`config.mk`:
```
export PLATFORM = sky130hd
export DESIGN_NAME = vga_vram_arbiter
export DESIGN_NICKNAME = d
export VERILOG_FILES = /design/src/rtl/vga_pkg.sv /design/src/rtl/vga_addr_gen.sv /design/src/rtl/vga_vram_arbiter.sv
export SDC_FILE = /design/constraint.sdc
export NUM_CORES = 1
export LEC_CHECK = 0
export ABC_AREA = 0
export CAP_MARGIN = 0
export CORE_UTILIZATION = 44
export DETAILED_ROUTE_END_ITERATION = 12
export PLACE_DENSITY = 0.81
export SYNTH_ARGS = -nofsm -noshare
export SYNTH_HDL_FRONTEND = slang
export SYNTH_SLANG_ARGS = --single-unit
```
`constraint.sdc`:
```
create_clock -name iClk -period 2.1 [get_ports iClk]
set_input_delay 0.315 -clock iClk [delete_from_list [all_inputs] [get_ports iClk]]
set_output_delay 0.315 -clock iClk [all_outputs]
set_load 0.03 [all_outputs]
```
`src/rtl/vga_pkg.sv`:
```
// Shared VGA constants and the VRAM slot-source type used by the arbiter return pipeline.
package vga_pkg;

    localparam int unsigned ADDR_W_DEF = 19;
    localparam int unsigned DATA_W_DEF = 8;

    localparam int unsigned H_ACTIVE = 640;
    localparam int unsigned H_FRONT  = 16;
    localparam int unsigned H_SYNC   = 96;
    localparam int unsigned H_BACK   = 48;
    localparam int unsigned H_TOTAL  = H_ACTIVE + H_FRONT + H_SYNC + H_BACK;

    localparam int unsigned V_ACTIVE = 480;
    localparam int unsigned V_FRONT  = 10;
    localparam int unsigned V_SYNC   = 2;
    localparam int unsigned V_BACK   = 33;
    localparam int unsigned V_TOTAL  = V_ACTIVE + V_FRONT + V_SYNC + V_BACK;

    typedef enum logic [1:0] {
        SRC_NONE,
        SRC_DISP,
        SRC_BLANK,
        SRC_HOST_RD
    } src_e;

endpackage

```
`src/rtl/vga_addr_gen.sv`:
```
// Frame-buffer word address from pixel coordinates: y * H_ACTIVE + x, wrapped to ADDR_W bits.
module vga_addr_gen #(
    parameter int unsigned ADDR_W   = vga_pkg::ADDR_W_DEF,
    parameter int unsigned H_ACTIVE = vga_pkg::H_ACTIVE
) (
    input  logic [15:0]       x_i,
    input  logic [15:0]       y_i,
    output logic [ADDR_W-1:0] addr_o
);

    // Doing the arithmetic at ADDR_W gives the same result as truncating a full-width sum.
    assign addr_o = ADDR_W'(y_i) * ADDR_W'(H_ACTIVE) + ADDR_W'(x_i);

endmodule

```
`src/rtl/vga_vram_arbiter.sv`:
```
// Single-port VRAM arbiter: display fetch wins on each pixel-tick rise, host uses the other slots.
module vga_vram_arbiter #(
    parameter int unsigned ADDR_W   = vga_pkg::ADDR_W_DEF,
    parameter int unsigned DATA_W   = vga_pkg::DATA_W_DEF,
    parameter int unsigned H_ACTIVE = vga_pkg::H_ACTIVE,
    parameter int unsigned V_ACTIVE = vga_pkg::V_ACTIVE
) (
    input  logic              iClk,
    input  logic              iNRst,
    input  logic              iPixelTick,
    input  logic              iVideoOn,
    input  logic [15:0]       iPixelX,
    input  logic [15:0]       iPixelY,
    input  logic              iVBlankOnly,
    input  logic              iHostReq,
    input  logic              iHostWe,
    input  logic [ADDR_W-1:0] iHostAddr,
    input  logic [DATA_W-1:0] iHostWData,
    output logic              oHostGnt,
    output logic [DATA_W-1:0] oHostRData,
    output logic              oHostRValid,
    output logic              oMemEn,
    output logic              oMemWe,
    output logic [ADDR_W-1:0] oMemAddr,
    output logic [DATA_W-1:0] oMemWData,
    input  logic [DATA_W-1:0] iMemRData,
    output logic [DATA_W-1:0] oPixelData,
    output logic              oPixelValid
);

    import vga_pkg::*;

    logic              tick_q;
    logic              tick_rise;
    logic              host_ok;
    logic              slot_disp;
    logic              slot_blank;
    logic              slot_host;
    logic [ADDR_W-1:0] disp_addr;

    logic              mem_en_d,    mem_en_q;
    logic              mem_we_d,    mem_we_q;
    logic [ADDR_W-1:0] mem_addr_d,  mem_addr_q;
    logic [DATA_W-1:0] mem_wdata_d, mem_wdata_q;
    src_e              src1_d,      src1_q;
    src_e              src2_q;

    logic              pix_valid_d,   pix_valid_q;
    logic [DATA_W-1:0] pix_data_d,    pix_data_q;
    logic              host_rvalid_d, host_rvalid_q;
    logic [DATA_W-1:0] host_rdata_d,  host_rdata_q;

    vga_addr_gen #(
        .ADDR_W  (ADDR_W),
        .H_ACTIVE(H_ACTIVE)
    ) u_addr_gen (
        .x_i   (iPixelX),
        .y_i   (iPixelY),
        .addr_o(disp_addr)
    );

    // Slot decision: exactly one owner per cycle, registered onto the memory port.
    always_comb begin
        tick_rise  = iPixelTick & ~tick_q;
        host_ok    = iHostReq & (~iHostWe | ~iVBlankOnly | (iPixelY >= 16'(V_ACTIVE)));
        slot_disp  = tick_rise & iVideoOn;
        slot_blank = tick_rise & ~iVideoOn;
        slot_host  = ~tick_rise & host_ok;

        mem_en_d    = slot_disp | slot_host;
        mem_we_d    = slot_host & iHostWe;
        mem_addr_d  = mem_addr_q;
        mem_wdata_d = mem_wdata_q;
        src1_d      = SRC_NONE;

        if (slot_disp) begin
            mem_addr_d = disp_addr;
            src1_d     = SRC_DISP;
        end else if (slot_blank) begin
            src1_d = SRC_BLANK;
        end else if (slot_host) begin
            mem_addr_d = iHostAddr;
            if (iHostWe) begin
                mem_wdata_d = iHostWData;
            end else begin
                src1_d = SRC_HOST_RD;
            end
        end
    end

    // Return stage: src2_q lines up with the memory read data of its slot.
    always_comb begin
        pix_valid_d   = 1'b0;
        pix_data_d    = pix_data_q;
        host_rvalid_d = 1'b0;
        host_rdata_d  = host_rdata_q;
        case (src2_q)
            SRC_DISP: begin
                pix_valid_d = 1'b1;
                pix_data_d  = iMemRData;
            end
            SRC_BLANK: begin
                pix_valid_d = 1'b1;
                pix_data_d  = '0;
            end
            SRC_HOST_RD: begin
                host_rvalid_d = 1'b1;
                host_rdata_d  = iMemRData;
            end
            default: ;
        endcase
    end

    always_ff @(posedge iClk or negedge iNRst) begin
        if (!iNRst) begin
            tick_q        <= 1'b0;
            mem_en_q      <= 1'b0;
            mem_we_q      <= 1'b0;
            mem_addr_q    <= '0;
            mem_wdata_q   <= '0;
            src1_q        <= SRC_NONE;
            src2_q        <= SRC_NONE;
            pix_valid_q   <= 1'b0;
            pix_data_q    <= '0;
            host_rvalid_q <= 1'b0;
            host_rdata_q  <= '0;
        end else begin
            tick_q        <= iPixelTick;
            mem_en_q      <= mem_en_d;
            mem_we_q      <= mem_we_d;
            mem_addr_q    <= mem_addr_d;
            mem_wdata_q   <= mem_wdata_d;
            src1_q        <= src1_d;
            src2_q        <= src1_q;
            pix_valid_q   <= pix_valid_d;
            pix_data_q    <= pix_data_d;
            host_rvalid_q <= host_rvalid_d;
            host_rdata_q  <= host_rdata_d;
        end
    end

    // Grant is held low while in reset so every output reads 0.
    assign oHostGnt    = slot_host & iNRst;
    assign oMemEn      = mem_en_q;
    assign oMemWe      = mem_we_q;
    assign oMemAddr    = mem_addr_q;
    assign oMemWData   = mem_wdata_q;
    assign oPixelData  = pix_data_q;
    assign oPixelValid = pix_valid_q;
    assign oHostRData  = host_rdata_q;
    assign oHostRValid = host_rvalid_q;

endmodule
```
==> flow_summary.toml, run 1 <==
# implementation run metrics
[synth]
yosys_register_bits = 52
synth_area_um2 = 3050
yosysWarnings = 0
postSynthSeqShare = 0.426
synth_cells = 299
ys_chip_area_um2 = 3050
edf_count = 0
syn_area_per_cell_um2 = 10.2
ys.flop_type = "dfrtp_1"
ys_types = 51
syn_nets = 404
async_flop_share = 1.00
ys_cells = 299

[timing]
maxSlewHeadroom = 0.573
fin_tns_setup_ns = -1.91
final.setup_skew_ns = 0.00892
finalMaxSlewViolations = 0
period_used_share = 1.22
finalHoldViolations = 0
setup_viol = 6
rsz0062_at_grt = "true"
worst_pin_slew_ns = 0.641
fin_crit_ns = 2.56
max_freq_ghz = 0.390
setup_slack_ns = -0.462

[die]
chipHeight_um = 85.3
die_w_um = 85.3
fp_util = 0.467
rows = 29
ioPinCount = 122
core_um2 = 6530
dieArea_um2 = 7280

[clock_tree]
htree_levels = 2
cts_root_buf = "clkbuf_8"
numCtsBuffers = 5
postCtsHoldBufs = 0
clk_path_buf_depth = 2
tritoncts = "built"
clk_latency_ns = 0.31

[routing]
detail-route-antenna-nets = 0
routed_wl_um = 8900
route.detailed.drc = 0
drt_iter0_drc = 76
viasPerCell = 5.31

[pwr]
powerDensity_nw_per_um2 = 755
p_leak_uw = 0.00230
clk-power_uw = 576
combPwrFrac = 0.527
peakVddDrop_uv = 532
p_sw_frac = 0.371
intPower_uw = 2470
p_comb_uw = 2070
p_total_uw = 3930
power-top-group = "combinational cells"
pwr-share-clk = 0.147
seq-power_uw = 1280
power.switching_uw = 1460

[critical_path]
crit_path_end_kind = "flip-flop"
path_common_cell = "ha_4"
crit_type = "in -> reg"
path_depth = 12
worstPathCellList = "buf_6 > ha_4 > ha_4 > a21o_4 > a2111oi_4 > xnor2_2 > ha_1 > a21oi_2 > nor3b_2 > a21boi_2 > and4_1 > o31a_1"
slowest_delay_ns = 0.36
crit_required_ns = 2.29
critPathCapture = "oMemAddr[18]$_DFFE_PN0P_"
crit_path_start_kind = "primary input"
slowest_stage = "a2111oi_4"
r2r_end = "oMemAddr[17]$_DFFE_PN0P_"
r2r_start = "tick_q$_DFF_PN0_"
cp.arrival_ns = 2.75
cp_max_fo = 3
r2r_slack_ns = 0.41
path_buffers = 1
critPathLaunch = "iPixelY[4]"
r2r_cells = 6

[grt]
grt.overflow.total = 0
grtUsageMet2 = 0.457
grt_usage = 0.249
busiest_layer = "met2"
grt_max_degree = 53
first_global_vias = 3049
grt_pass1_wl_um = 14300

[hold_path]
hp-class = "in -> async"

[finish]
nets = 583
num_antenna_cells = 0
final_layout_size_suffix_gt1_frac = 0.301
areaGrowthSynthToFinish_pct = 70.5
final_cell_mix = "clkdlybuf4s50_1 (105), buf_4 (56), dfrtp_1 (52)"

[outcome]
failed_checks = "setup timing"
status = "complete, but fails checks"

[placement]
hpwl_um = 6740
port_buffers = 121
dp_cells = 540
place.gp.congestion = 0.849

[job]
warnings = 31
max_cap_viol_count = 0
## run 1: how the worst min path moves through the flow
stage / from / endpoint / slack [ns]
global placement: src1_q[0]$_DFF_PN0_ / src2_q[0]$_DFF_PN0_ / 0.33
floorplan: iNRst / oHostRData[0]$_DFFE_PN0P_ / 0.02
global route: iNRst / src1_q[0]$_DFF_PN0_ / 0.18
detailed placement: src1_q[1]$_DFF_PN0_ / src2_q[1]$_DFF_PN0_ / 0.34
CTS: iNRst / oMemAddr[4]$_DFFE_PN0P_ / 0.16
finish: iNRst / oHostRData[2]$_DFFE_PN0P_ / 0.12
## run 1: cells in the mapped netlist (2+ instances only)
master      n  area [um^2]
dfrtp_1    52         1300
nand2_1    40          150
ha_1       29          363
nor2_1     19         71.3
mux2_2     16          180
o21ai_0    15         75.1
inv_1      11         41.3
a31oi_1    10         62.6
a21oi_1     9         45.0
nand2b_1    8         50.1
xnor2_1     8         70.1
clkbuf_1    7         26.3
mux2_1      6         67.6
nor3_1      6         30.0
nand3_1     5         25.0
o21ai_1     4         20.0
o31ai_1     4         30.0
a21o_1      3         22.5
o21a_1      3         22.5
xor2_1      3         26.3
a211oi_1    2         15.0
a22o_1      2         17.5
and2_1      2         12.5
buf_2       2         10.0
fa_1        2         40.0
mux2i_1     2         20.0
nor2b_1     2         12.5
nor3b_1     2         15.0
nor4_1      2         12.5
o2111ai_1   2         17.5
## run 1: worst reg2reg max path, delay by kind of cell, from the launching register on
kind	cells	cell delay [ns]
flip-flops	1	0.37
multiplexers	1	0.12
AND-OR/OR-AND	3	0.65
buffers and inverters	1	0.31
AND/OR/NAND/NOR	1	0.17
## run 1: through the flow
| step | hold slack, ns | utilization | cell area [um^2] |
|---|---|---|---|
| after CTS | 0.157 | 0.786 | 5130 |
| after detailed placement | 0.342 | 0.753 | 4920 |
| after global routing | 0.184 | 0.797 | 5200 |
| final | 0.121 | 0.797 | 5200 |
| after floorplan | 0.0194 | - | 3250 |
| after global placement | 0.333 | 0.753 | 4920 |
## run 1: area by class of cell
class                   count  area [um^2]
repair buffers            181         1690
clock inverters             2         13.8
inverters                  12         45.0
multi-input cells         226         1990
clock buffers               6         72.6
well taps                  77         96.3
fillers                   427         1330
flip-flops and latches     52         1300
## run 1: repair_timing
action                                  in CTS  in global routing
endpoints found under the setup margin      19                 14
resized                                     75                 11
pin swaps                                   37                 28
cloned                                       0                  0
buffers inserted                             6                  3
## run 1: registers in the layout, summed over array words and instances (netlist names), 2 cells and up
register and count:
src1_q 2, oHostRData 8, src2_q 2, oPixelData 8, oMemWData 8, oMemAddr 19
## run 1: cell families (layout without fill, tap and decap cells)
group | Yosys count | after routing | share of synthesized area
AOI/OAI and AO/OA | 66 | 66 | 0.150
xor gates and xnor gates | 11 | 11 | 0.0316
adders and majority gates | 31 | 31 | 0.132
buffers and inverters | 21 | 201 | 0.0266
DFF | 52 | 52 | 0.426
muxes | 24 | 24 | 0.0877
and+or+nand+nor | 94 | 94 | 0.146
## run 1: routing by layer
| metal | wire length, um | up-vias |
|---|---|---|
| met3 | 388 | 12 |
| li1 | - | 1428 |
| met4 | 127 | 0 |
| met2 | 4500 | 103 |
| met5 | 0 | - |
| met1 | 3880 | 1408 |
Fig. 1: run 1, wiring by layer
Scale: 4 px per um. Two of the layers only.
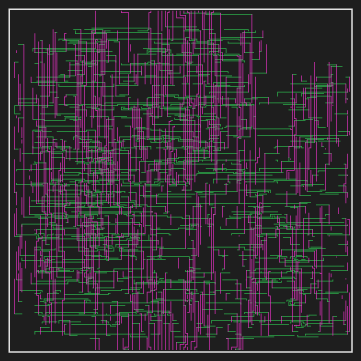
legend:
  green:
    layer: metal 1
    wire_length: 3,880 um
  magenta:
    layer: metal 2
    wire_length: 4,500 um
WL/cell: 16.0 um
routed via count: 2,951

Fig. 2: run 1, zoomed window
Window x 23 to 63, y 23 to 63 um. Cells in gray, sequential cells in the stronger gray; small squares are vias.
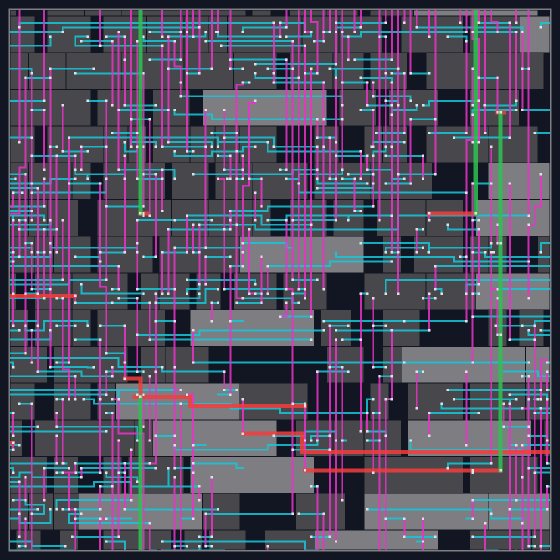
legend:
  green:
    layer: metal 4
  red:
    layer: metal 3
  magenta:
    layer: metal 2
  cyan:
    layer: metal 1
netlist names of flops here include: `oMemAddr` (5), `oHostRData` (2)
cells with their middle in the window: 135
sequential cells in the window: 13
most frequent: buf_4 (21), dfrtp_1 (13), nand2_1 (10)

Fig. 3: run 1, I/O pins on the die edge
Scale: 6 px per um. Pins as bars across the die edge, other pins in gray.
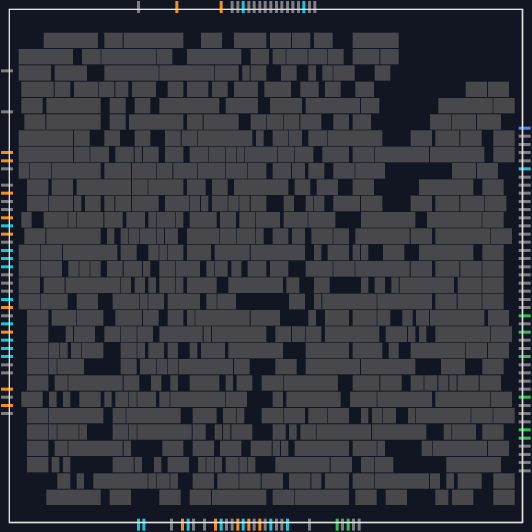
legend:
  orange:
    port: `iPixelX`
    pins: 16
    direction: input
    edge: 9 left, 5 bottom, 2 top
  blue:
    port: `iHostReq`
    pins: 1
    direction: input
    edge: right
  green:
    port: `oHostRData`
    pins: 8
    direction: output
    edge: 6 right, 2 bottom
  cyan:
    port: `oMemAddr`
    pins: 19
    direction: output
    edge: 9 left, 7 bottom, 2 top, 1 right
all pins by edge: 43 right, 33 left, 27 bottom, 19 top

Fig. 4: run 1, the metal 2 layer
Scale: 4 px per um.
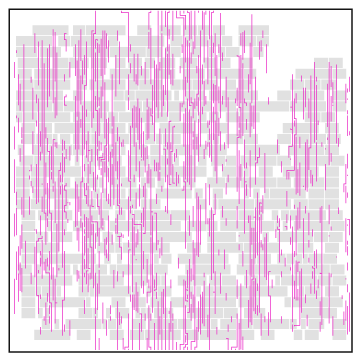

==> run 2: changes to the inputs <==
- CORE_UTILIZATION: 44 -> 49
- CTS_BUF_LIST: unset -> sky130_fd_sc_hd__clkbuf_8
- PLACE_DENSITY: 0.81 -> 0.89
- clock period: 2.1 -> 3.1 ns (I/O delays scaled with it)
Fig. 5: run 2, the metal 2 layer
Scale: 4 px per um.
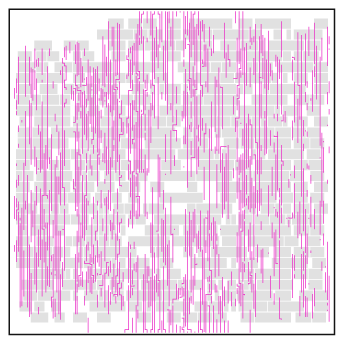
nets with wire on the layer: 506
main direction: vertical

==> flow_summary.toml, run 2 <==
# implementation run metrics
[timing]
hold_ws_ns = 0.285
max_freq_ghz = 0.337
fin_crit_ns = 2.97
final.setup_skew_ns = 0.00171
worst_pin_slew_ns = 0.628
finalHoldViolations = 0
finalMaxSlewViolations = 0
maxSlewHeadroom = 0.582
setup_viol = 0

[placement]
place.gp.congestion = 0.853
hpwl_um = 6520

[pwr]
p_sw_frac = 0.347
pwr-share-clk = 0.196
power.switching_uw = 933
intPower_uw = 1760
combPwrFrac = 0.480
powerDensity_nw_per_um2 = 550
p_leak_uw = 0.00219
peakVddDrop_uv = 395

[synth]
edf_count = 0
yosys_register_bits = 52
ys_sh_aoi = 0.150
common_cells = "dfrtp_1 (52), nand2_1 (40), ha_1 (29)"
postSynthSeqShare = 0.426
synth_cells = 299
synthMostInstantiatedCell = "dfrtp_1"
ys_chip_area_um2 = 3050
ys_cells = 299
syn_nets = 404
logic_family = "AND-OR/OR-AND gates"
syn_area_per_cell_um2 = 10.2
yosys.area_share.simple = 0.146
top_area_cell = "dfrtp_1"
adder_share = 0.132

[critical_path]
crit_type = "in -> reg"
crit_path_end_kind = "flip-flop"
cp_max_fo = 3
crit_path_start_kind = "primary input"
path_common_cell = "ha_4"
cp.arrival_ns = 3.16
r2r_cells = 6
crit_required_ns = 3.29
slowest_delay_ns = 0.41

[die]
core_um2 = 5960
chipHeight_um = 80.9
ioPinCount = 122
dieArea_um2 = 6550
fp_util = 0.513

[finish]
final_cell_mix = "clkdlybuf4s50_1 (112), dfrtp_1 (52), nand2_1 (40)"
final_util = 0.822
areaGrowthSynthToFinish_pct = 60.3
final_layout_size_suffix_gt1_frac = 0.206
fillers = 342
num_antenna_cells = 0
nets = 562
largest_reg_flops = 19

[clock_tree]
cts_root_buf = "clkbuf_8"
tritoncts = "built"
clk_path_buf_depth = 2
htree_levels = 2
clk_latency_ns = 0.30
numCtsBuffers = 5
postCtsHoldBufs = 0

[routing]
route.detailed.drc = 0
viasPerCell = 5.43
wire_per_inst_um = 16.7
detail-route-antenna-nets = 0
drt_iter0_drc = 113

[grt]
grt_usage = 0.273
grt_pass1_wl_um = 13500
grt_max_degree = 53
grt.overflow.total = 0

[hold_path]
hp-class = "in -> async"

[outcome]
status = "finished, final reports clean"
-- run 2: final timing paths --
check | slack (ns) | endpoint | from
hold reg to reg | 0.36 | src2_q[1]$_DFF_PN0_ | src1_q[1]$_DFF_PN0_
setup reg to reg | 1.39 | oMemWData[6]$_DFFE_PN0P_ | tick_q$_DFF_PN0_
max in group asynchronous | 2.41 | oMemWData[3]$_DFFE_PN0P_ | iNRst
setup / recovery | 0.13 | oMemAddr[18]$_DFFE_PN0P_ | iPixelY[3]
hold / removal | 0.28 | oHostRData[5]$_DFFE_PN0P_ | iNRst
min in group iClk | 0.36 | src2_q[1]$_DFF_PN0_ | src1_q[1]$_DFF_PN0_
-- run 2: what timing repair did --
action / in CTS / in global routing
buffers inserted: 1 / 1
endpoints found under the setup margin: 5 / 4
pin swaps: 9 / 11
cloned: 0 / 0
resized: 21 / 12
hold endpoints to repair: 0 / 0
-- run 2: power by group through the flow --
| stage | logic [uW] | clock network (uW) | registers [uW] |
|---|---|---|---|
| after global placement | 1190 | 0 | 872 |
| after CTS | 1270 | 536 | 870 |
| after floorplan | 419 | 0 | 1120 |
| after detailed placement | 1230 | 0 | 884 |
| final | 1290 | 528 | 870 |
| after global routing | 1390 | 561 | 882 |
-- run 2: logic make-up (layout without fill, tap and decap cells) --
group                    Yosys count  in the layout
flip-flops                        52             52
adder cells (fa/ha/maj)           31             31
AND/OR/NAND/NOR                   94             94
multiplexers                      24             24
buffers and inverters             21            179
XOR/XNOR                          11             11
AND-OR/OR-AND                     66             66
-- run 2: stage by stage --
step	setup TNS (ns)	total power, uW	instances	instance area (um^2)
after detailed placement	-2.26	2110	523	4600
after global placement	-1.67	2070	523	4600
after global routing	0	2830	532	4890
final	0	2690	532	4890
after floorplan	0	1540	299	3060
after CTS	0	2680	531	4850
-- run 2: final cells by class --
type	instances	area [um^2]	share of cell area
multi-input cells	226	1840	0.375
well taps	75	93.8	0.0192
inverters	12	45.0	0.00920
repair buffers	160	1490	0.304
clock inverters	2	60.1	0.0123
clock buffers	5	68.8	0.0141
flip-flops and latches	52	1300	0.266
-- run 2: metal layers --
metal / GRT usage / vias up / share of wire
li1: - / 1380 / -
met1: 0.280 / 1371 / 0.37
met2: 0.545 / 119 / 0.55
met3: 0.0506 / 19 / 0.058
met4: 0.0875 / 0 / 0.023
met5: 0 / - / 0
-- run 2: critical path: cells and delay by family --
| kind | cells | cell delay [ns] |
|---|---|---|
| AND/OR/NAND/NOR | 3 | 0.55 |
| XOR/XNOR | 1 | 0.16 |
| buffers and inverters | 1 | 0.31 |
| adder cells (fa/ha/maj) | 3 | 0.77 |
| AND-OR/OR-AND | 4 | 0.90 |
Fig. 6: run 2, I/O pins on the die edge
Scale: 6 px per um. Pins as bars across the die edge, other pins in gray.
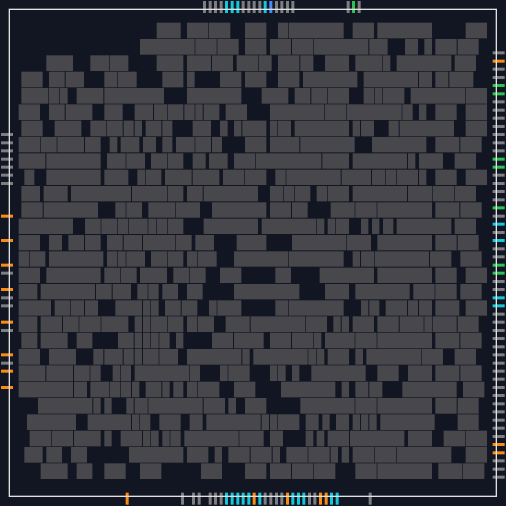

==> run 3: changes to the inputs <==
- PLACE_DENSITY: 0.89 -> unset
- PLACE_DENSITY_LB_ADDON: unset -> 0.25
Fig. 7: run 3, I/O pins on the die edge
Scale: 6 px per um. Pins as bars across the die edge, other pins in gray.
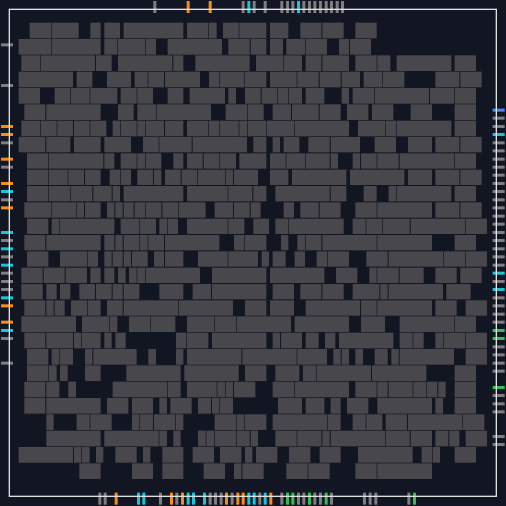
legend:
  cyan:
    port: `oMemAddr`
    pins: 19
    direction: output
    edge: 8 bottom, 6 left, 3 right, 2 top
  green:
    port: `oHostRData`
    pins: 8
    direction: output
    edge: 5 bottom, 3 right
  orange:
    port: `iPixelX`
    pins: 16
    direction: input
    edge: 7 bottom, 7 left, 2 top
  blue:
    port: `iHostReq`
    pins: 1
    direction: input
    edge: right

==> flow_summary.toml, run 3 <==
# implementation run metrics
[outcome]
status = "finished, final reports clean"

[synth]
ys_types = 51
synth_cells = 299
synthMostInstantiatedCell = "dfrtp_1"
synth_area_um2 = 3050
ys_chip_area_um2 = 3050
syn_area_per_cell_um2 = 10.2
ys_top_cells_by_area = "dfrtp_1 (43%), ha_1 (12%), mux2_2 (5.9%)"
top_area_cell = "dfrtp_1"
yosys_register_bits = 52
syn_nets = 404
common_cells = "dfrtp_1 (52), nand2_1 (40), ha_1 (29)"
ys_cells = 299
edf_count = 0
async_flop_share = 1.00
yosysWarnings = 0
yosysTopAreaCellShare = 0.426
postSynthSeqShare = 0.426
ys.flop_type = "dfrtp_1"

[finish]
layout_top_cell_excl_fill_tap = "clkdlybuf4s50_1"
areaGrowthSynthToFinish_pct = 60.7
combGateArea_um2 = 1860
final_cell_mix = "clkdlybuf4s50_1 (112), dfrtp_1 (52), buf_4 (41)"
final_util = 0.824
num_antenna_cells = 0
final_layout_size_suffix_gt1_frac = 0.213
flop_area_um2 = 1300
nets = 564
largest_reg_flops = 19
fillers = 344

[grt]
first_global_vias = 3091
grt.overflow.total = 0
grt_usage = 0.300
grt_max_degree = 53
grt_pass1_wl_um = 14700
antenna_found_initial = 0

[clock_tree]
clk_pin_slew_ns = 0.10
tritoncts = "built"
clock_sinks = 52
clk_path_buf_depth = 2
cts_root_buf = "clkbuf_8"
numCtsBuffers = 5
postCtsHoldBufs = 0
clk_latency_ns = 0.32
htree_levels = 2

[routing]
routed_wl_um = 9390
route.detailed.drc = 0
detail-route-antenna-nets = 0
viasPerCell = 5.59
wire_per_inst_um = 17.5
firstDrtPassIters = 5
drt_iter0_drc = 105
vias = 2991

[critical_path]
crit_path_start_kind = "primary input"
r2r_cells = 6
critPathLaunch = "iPixelY[2]"
cp.arrival_ns = 3.21
slowest_stage = "nor3_1"
r2r_start = "tick_q$_DFF_PN0_"
slowest_delay_ns = 0.32
worstPathCellList = "dlygate4sd2_1 > ha_4 > ha_1 > a21o_1 > buf_4 > a21oi_1 > xnor2_1 > ha_1 > o21ai_0 > a21oi_1 > o21a_2 > nor3_1 > o31ai_2"
path_buffers = 2
crit_required_ns = 3.29
crit_family = "AND-OR/OR-AND gates"
r2r_end = "oMemAddr[17]$_DFFE_PN0P_"
crit_path_end_kind = "flip-flop"
r2r_slack_ns = 1.35
cp_max_fo = 4
crit_type = "in -> reg"

[job]
warnings = 28
max_cap_viol_count = 0

[placement]
hpwl_um = 6570
port_buffers = 121
place.gp.congestion = 0.863

[pwr]
peakVddDrop_uv = 331
p_total_uw = 2620
powerDensity_nw_per_um2 = 534
p_leak_uw = 0.00218

[die]
ioPinCount = 122
chipHeight_um = 80.9
die_w_um = 80.9
rows = 28
dieArea_um2 = 6550
fp_util = 0.513
core_um2 = 5960

[hold_path]
hp-class = "in -> async"

[timing]
hold_ws_ns = 0.271
max_freq_ghz = 0.330
finalHoldViolations = 0
maxSlewHeadroom = 0.574
setup_viol = 0
fin_crit_ns = 3.03
finalMaxSlewViolations = 0
worst_pin_slew_ns = 0.638
final.setup_skew_ns = 0.00906
period_used_share = 0.976
-- run 3: netlist changes by cell type in the layout (fill, tap and decap cells not counted), sizes merged --
cell	before	now
buf	40	42
bufinv	2	0
clkbuf	7	6
clkdlybuf4s15	0	2
clkinv	0	1
clkinvlp	0	1
dlygate4sd2	4	3
inv	12	13
-- run 3: logic make-up (layout without fill, tap and decap cells) --
| logic type | Yosys count | after routing | synth area share |
|---|---|---|---|
| buf+inv | 21 | 182 | 0.0266 |
| xor+xnor | 11 | 11 | 0.0316 |
| simple gates | 94 | 94 | 0.146 |
| compound gates | 66 | 66 | 0.150 |
| fa+ha+maj | 31 | 31 | 0.132 |
| mux | 24 | 24 | 0.0877 |
| flops | 52 | 52 | 0.426 |
-- run 3: worst max-delay path by stage --
stage | end | slack (ns) | cells after the start
6_report | oMemAddr[15]$_DFFE_PN0P_ | 0.07 | 13
5_1_grt | oMemAddr[18]$_DFFE_PN0P_ | -0.008 | 12
4_1_cts | oMemAddr[18]$_DFFE_PN0P_ | 0.01 | 12
3_5_place_dp | oMemAddr[18]$_DFFE_PN0P_ | -0.62 | 12
3_3_place_gp | oMemAddr[18]$_DFFE_PN0P_ | -0.51 | 12
2_1_floorplan | oMemAddr[18]$_DFFE_PN0P_ | 0.04 | 13
-- run 3: metal layers --
metal	part of all wire	GRT usage	wire, um	up-vias
met2	0.54	0.555	5100	123
met4	0.027	0.111	251	0
met1	0.37	0.340	3510	1452
li1	-	-	-	1392
met5	0	0	0	-
met3	0.056	0.0539	524	24
-- run 3: through the flow --
stage | std cells | area (um^2) | worst slack (ns) | TNS (ns)
2_1_floorplan | 299 | 3060 | 0.0368 | 0
3_3_place_gp | 522 | 4590 | -0.506 | -1.69
3_5_place_dp | 522 | 4590 | -0.622 | -2.06
4_1_cts | 533 | 4820 | 0.0108 | 0
5_1_grt | 535 | 4900 | -0.00807 | -0.0107
6_report | 535 | 4900 | 0.0733 | 0
-- run 3: cell type report --
| type | instances | share of cell area |
|---|---|---|
| clock inverter | 3 | 0.00434 |
| inverter | 12 | 0.00918 |
| sequential | 52 | 0.265 |
| multi-input combinational | 226 | 0.380 |
| timing repair buffer | 162 | 0.308 |
| clock buffer | 5 | 0.0140 |
| tap | 75 | 0.0191 |
-- run 3: repair_timing --
item,4_1_cts,5_1_grt
buffers inserted,3,2
gates resized,24,15
pin swaps,16,8
endpoints found under the setup margin,4,4
-- run 3: where the power goes --
group / internal (uW) / switching [uW]
clock network: 161 / 243
logic: 655 / 690
registers: 802 / 67.1
total: 1620 / 1000

==> gallery <==
Placed standard cells.
shot_01.png
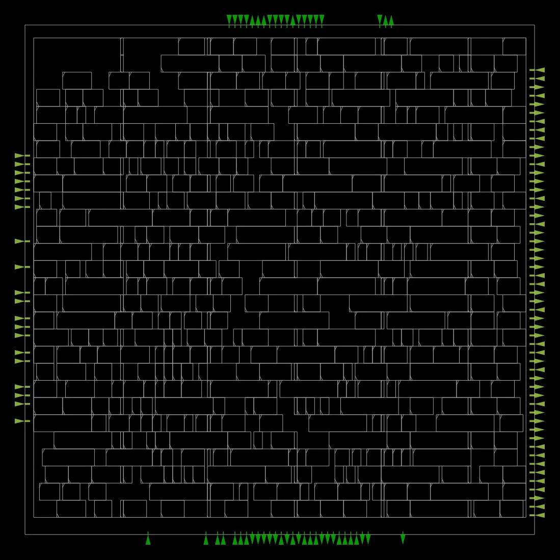
shot_02.png
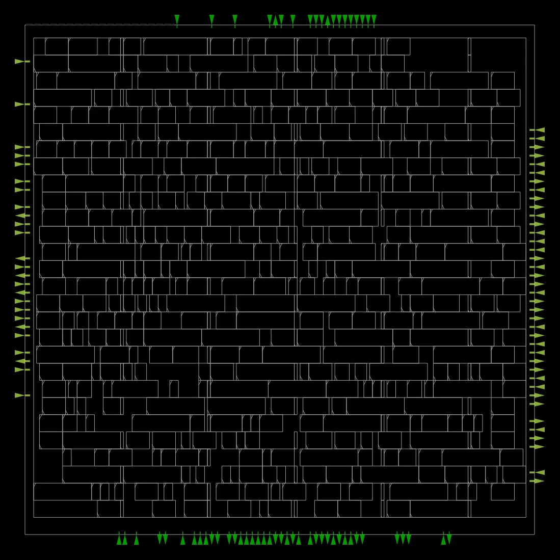
shot_03.png
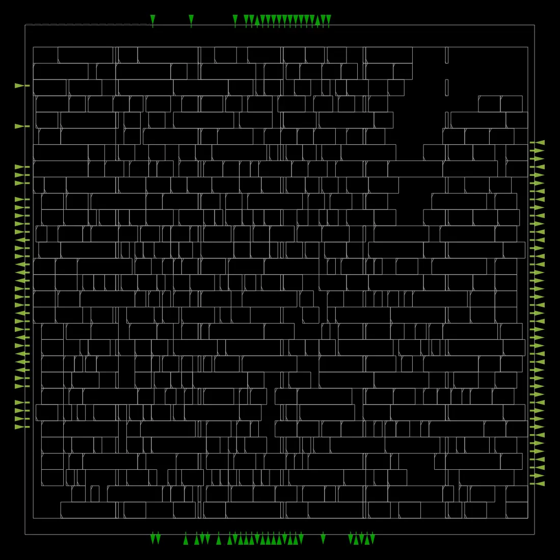
shot_03.png: run 1
shot_02.png: run 3
shot_01.png: run 2

Power is estimated from default activity; no workload was simulated.
